Run 1, sizing map:
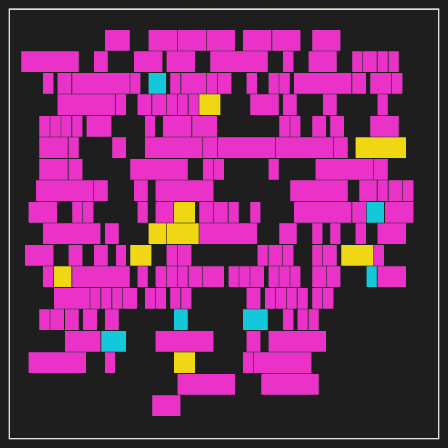
Run 1, sequential cells grouped by signal name:
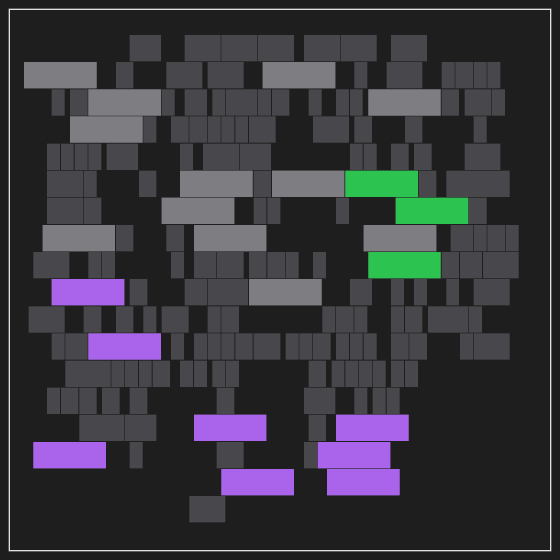
Run 1, routing congestion:
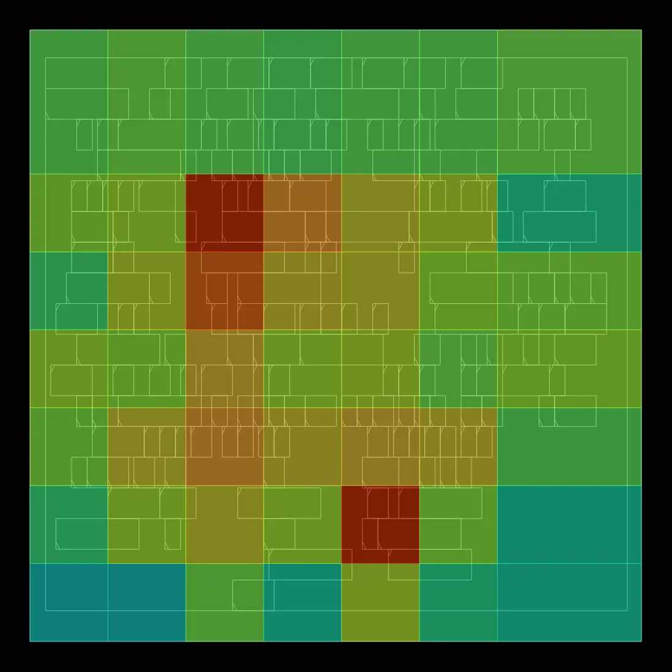
==> config.mk <==
export PLATFORM = sky130hd
export DESIGN_NAME = cut3_bist_ctrl
export DESIGN_NICKNAME = d
export VERILOG_FILES = /design/src/rtl/cut3_bist_ctrl.sv
export SDC_FILE = /design/constraint.sdc
export NUM_CORES = 1
export LEC_CHECK = 0
export ABC_AREA = 1
export CAP_MARGIN = 15
export CORE_UTILIZATION = 42
export DETAILED_ROUTE_END_ITERATION = 7
export MAX_ROUTING_LAYER = met4
export PLACE_DENSITY_LB_ADDON = 0.25
export SYNTH_ARGS = -nofsm -noshare
export SYNTH_HDL_FRONTEND = slang
export SYNTH_SLANG_ARGS = --single-unit
export TNS_END_PERCENT = 10
==> constraint.sdc <==
create_clock -name clk -period 3.8 [get_ports clk]
set_clock_uncertainty 0.2 [all_clocks]
set_input_delay 0.38 -clock clk [delete_from_list [all_inputs] [get_ports clk]]
set_output_delay 0.38 -clock clk [all_outputs]
set_load 0.05 [all_outputs]
==> impl_metrics.tcl, run 1 <==
# collected from the flow reports
set metrics [dict create \
    clock_power_share 0.279 \
    synth.top_cells.by_count "37 x nand2_1, 23 x dfxtp_1, 20 x nor2_1" \
    endpoint_kind "output pin" \
    ant_nets 0 \
    drt-met1-wl_um 1190 \
    switching_share 0.259 \
    topCellsByArea "dfxtp_1 40%, nand2_1 12%, nand3_1 7.0%" \
    cp.arrival_ns 2.14 \
    r2r_slack_ns 2.39 \
    cts_made_buffers 3 \
    synth.distinct_cells 24 \
    seq_area_sq_um 460 \
    dr.pass1.iters 6 \
    powerComb_uw 44.7 \
    finalSetupViolations 0 \
    grt_start_max_net_pins 17 \
    placed_cells 207 \
    antennaDiodeCount 0 \
    cp-start-kind "register" \
    warning_count 27 \
    timing.final.crit_share 0.715 \
    crit_path_cell_trace "nand3_4 > inv_4 > nand2_1 > inv_1 > clkdlybuf4s50_1" \
    cts.reportedPaths.clkPinSlew_ns 0.12 \
    ctsResizeCount 0 \
    syn_nets 169 \
    largest_area_cell "dfxtp_1" \
    ir_drop_mv 0.196 \
    status "finished, final reports clean" \
    power_leader "registers" \
    post-synth-top-count-cell "nand2_1" \
    worstPathMaxFanout 16 \
    ys_cells 160 \
    hold_class "reg -> reg" \
    htreeDepth 1 \
    fp.coreArea_sq_um 2520 \
    report.final.hold_viol_count 0 \
    port_buffers 20 \
    synth_warnings 0 \
    met2_length_um 1150 \
    drive_gt1_frac 0.0829 \
    tns_ns 0 \
    edf_count 0 \
    worst_slew_pin_slew_ns 0.574 \
    vias 1064 \
    use_met2 0.305 \
    p_int_uw 298 \
    dp_hpwl_um 1790 \
    syn_avg_cell_area_sq_um 7.14 \
    cts-hold-fix-buffers 0 \
    p_sw_uw 104 \
    syn_area_sq_um 1140 \
    die_h_um 54.2 \
    yosysChipArea_sq_um 1140 \
    max_freq_mhz 368 \
    yosysSeqAreaShare 0.403 \
    root_buffer "clkbuf_4" \
    clock_sinks 23 \
    p_per_area_nw_per_um2 291 \
    worst_path_max_delay_cell "clkdlybuf4s50_1" \
    cp_slowest_stage_delay_ns 0.79 \
    fill_cells 256 \
    place_congestion 0.782 \
    finalNetCount 191 \
    ys.flops 23 \
    grt_pass1_vias 924 \
    holdWs_ns 0.298 \
    rr_worst_depth 6 \
    leakage_nw 0.528 \
    yosysTopAreaCellShare 0.403 \
    final_common_cell "nand2_1" \
    grt_antenna_before_repair 0 \
    cts_buffer_depth 2 \
    worstSkewPairLatency_ns 0.31 \
    logic_area_sq_um 573 \
    overflow 0 \
    clock_net_power_uw 112 \
    wl_per_cell_um 11.7 \
    cts_tree "built" \
    top_usage_layer "met2" \
    path_class "reg -> out" \
    min_period_ns 2.72 \
    topRoutingLayerUsed "met4" \
    die_area_sq_um 2930 \
    drv_cap 0 \
    die_width_um 54.2 \
    io-pin-count 21 \
    routed_wl_um 2460 \
    postPlaceCellArea_sq_um 1360 \
    viasPerCell 5.04 \
    ys.flop_type "dfxtp_1" \
]
-- 'sizing map' (at the start) --
Key: yellow = _3 and _4 cells [cells 9, share 5.0%, most used clkbuf_4]; magenta = _0 and _1 cells [cells 166, share 92%, most used nand2_1]; cyan = _2 cells [cells 6, share 3.3%, most used a21oi_2]
Signal buffers: 21
Layout area overhead: 21.0%
post-route cell area: 1380 sq um

-- 'sequential cells grouped by signal name' (at the start) --
Key: green = state [placed flops 3]; purple = cnt [placed flops 8]
Another 12 sequential cells are not coloured.
seq pwr: 245 uW
sequential share of cell area: 0.333

-- 'routing congestion' (at the start) --
GR Util met1: 0.266
Overall Global Routing Usage: 0.203
met3 Use GR: 0.0254
post-layout util: 0.548

run 1: layout make-up:
type                       instances  area share
timing repair buffer              21       0.150
tap                               30      0.0271
sequential                        23       0.333
clock inverter                     1     0.00362
multi-input combinational        114       0.414
inverter                          19      0.0552
clock buffer                       3      0.0163
run 1: cells by family (layout without fill, tap and decap cells):
group,count (synthesis),after routing,synth area share
simple gates,83,83,0.330
flops,23,23,0.403
buf+inv,23,44,0.0953
xor+xnor,4,4,0.0307
compound gates,25,25,0.119
fa+ha+maj,2,2,0.0219
run 1: worst max-delay path: cells and delay by family, from the launching register on:
kind	cells	cell delay, ns
buffers and inverters	3	1.06
flip-flops	1	0.47
AND/OR/NAND/NOR	2	0.30
==> run 2: changes to the inputs <==
==> constraint.sdc (replaced) <==
create_clock -name clk -period 2.6 [get_ports clk]
set_clock_uncertainty 0.2 [all_clocks]
set_input_delay 0.26 -clock clk [delete_from_list [all_inputs] [get_ports clk]]
set_output_delay 0.26 -clock clk [all_outputs]
set_load 0.05 [all_outputs]
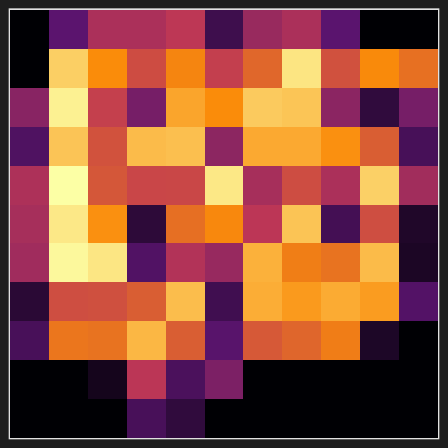
Run 2: local utilization
11 x 11 tiles, from black (low) to pale yellow (high), 0 to 100% covered.
24% of the tiles are over 75% full. 17% of the tiles are nearly empty. The emptiest ninth of the die: south-east. The fullest tile reaches 100%.
FP Util: 0.453
post-layout util: 0.550
area of the core: 2520 sq um

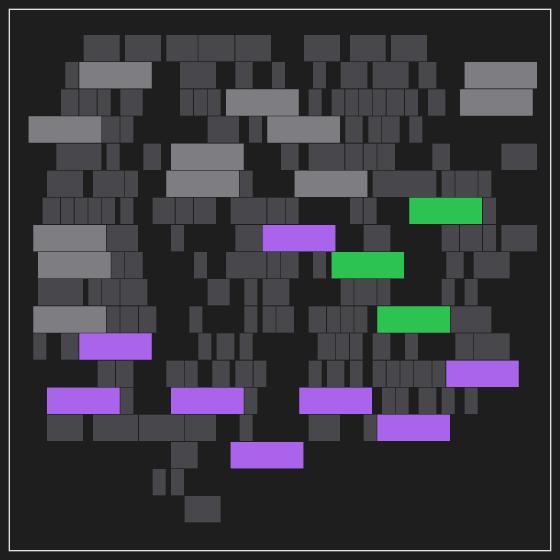
Run 2: sequential cells grouped by signal name
sequential share of cell area: 0.332
Reg area: 460 sq um

==> run 2 against run 1 <==
Against the previous run:
- die area stayed put
- worst hold slack better by 0.0046 ns
- via count about the same
- design area grew 0.27%
- clock power increased by 46%
- total power is 46% higher
- sequential power is 47% higher
- non-clock buffer count is the same
- synthesized area unchanged
- global-route usage fell by 0.28 points
- setup slack got worse by 0.86 ns
- register-to-register slack worse by 1.2 ns
- critical endpoint is now cut_pi[2]
==> impl_metrics.tcl, run 2 <==
# collected from the flow reports
set metrics [dict create \
    seq_power_uw 359 \
    antennaDiodeCount 0 \
    finalNetCount 191 \
    dr.pass1.iters 4 \
    warning_count 27 \
    die_area_sq_um 2930 \
    hold_class "reg -> reg" \
    ys.flop_type "dfxtp_1" \
    cts_buffer_depth 2 \
    final_common_cell "nand2_1" \
    switching_share 0.253 \
    clock_net_power_uw 164 \
    drv_cap 0 \
    r2r_slack_ns 1.19 \
    topCellsByArea "dfxtp_1 40%, nand2_1 12%, nand3_1 7.0%" \
    grt_start_max_net_pins 17 \
    cts.reportedPaths.clkPinSlew_ns 0.12 \
    io-pin-count 21 \
    port_buffers 20 \
    viasPerCell 5.04 \
    clock_sinks 23 \
    endpoint_kind "output pin" \
    yosysChipArea_sq_um 1140 \
    syn_avg_cell_area_sq_um 7.14 \
    synth_warnings 0 \
    worst_path_max_delay_cell "clkdlybuf4s50_1" \
    drive_gt1_frac 0.0773 \
    status "finished, final reports clean" \
    power_leader "registers" \
    edf_count 0 \
    synth.distinct_cells 24 \
    dp_hpwl_um 1840 \
    powerComb_uw 64.6 \
    ys.flops 23 \
    cp.arrival_ns 1.92 \
    post-synth-top-count-cell "nand2_1" \
    largest_area_cell "dfxtp_1" \
    holdWs_ns 0.302 \
    clock_power_share 0.279 \
    rr_worst_depth 6 \
    yosysSeqAreaShare 0.403 \
    syn_area_sq_um 1140 \
    leakage_nw 0.560 \
    vias 1063 \
    overflow 0 \
    crit_buf_inv 1 \
    p_sw_uw 149 \
]
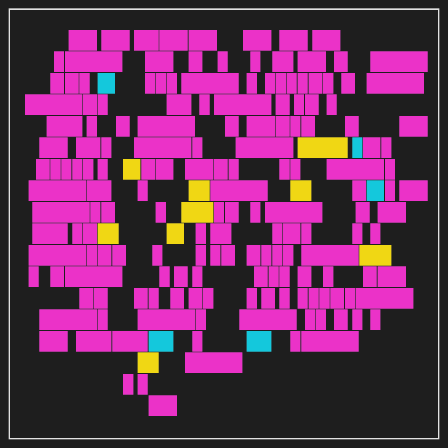
Run 2: sizing map
post-route cell area: 1390 sq um
post-route setup slack: 0.222 ns
Layout area overhead: 21.4%

## run 2: timing repair
item,4_1_cts,5_1_grt
resized,0,2
hold buffers,0,0
setup endpoints to repair,0,2
## run 2: cell type report
type,instances,area (sq um)
fill,261,1140
multi-input combinational,114,573
sequential,23,460
timing repair buffer,21,213
inverter,19,76.3
tap,30,37.5
clock buffer,4,26.3
## run 2: routing by layer
layer / track usage / vias up / wire length (um)
met1: 0.244 / 480 / 1180
li1: - / 561 / -
met3: 0.0621 / 2 / 94
met5: - / - / 0
met2: 0.321 / 20 / 1180
met4: 0.0470 / 0 / 12
## run 2: cell families after synthesis
logic type | synth area share
AOI/OAI and AO/OA | 0.119
adders and majority gates | 0.0219
and+or+nand+nor | 0.330
xor gates and xnor gates | 0.0307
buffers and inverters | 0.0953
DFF | 0.403
No activity file was given, so power comes from the tool's default toggle rates.
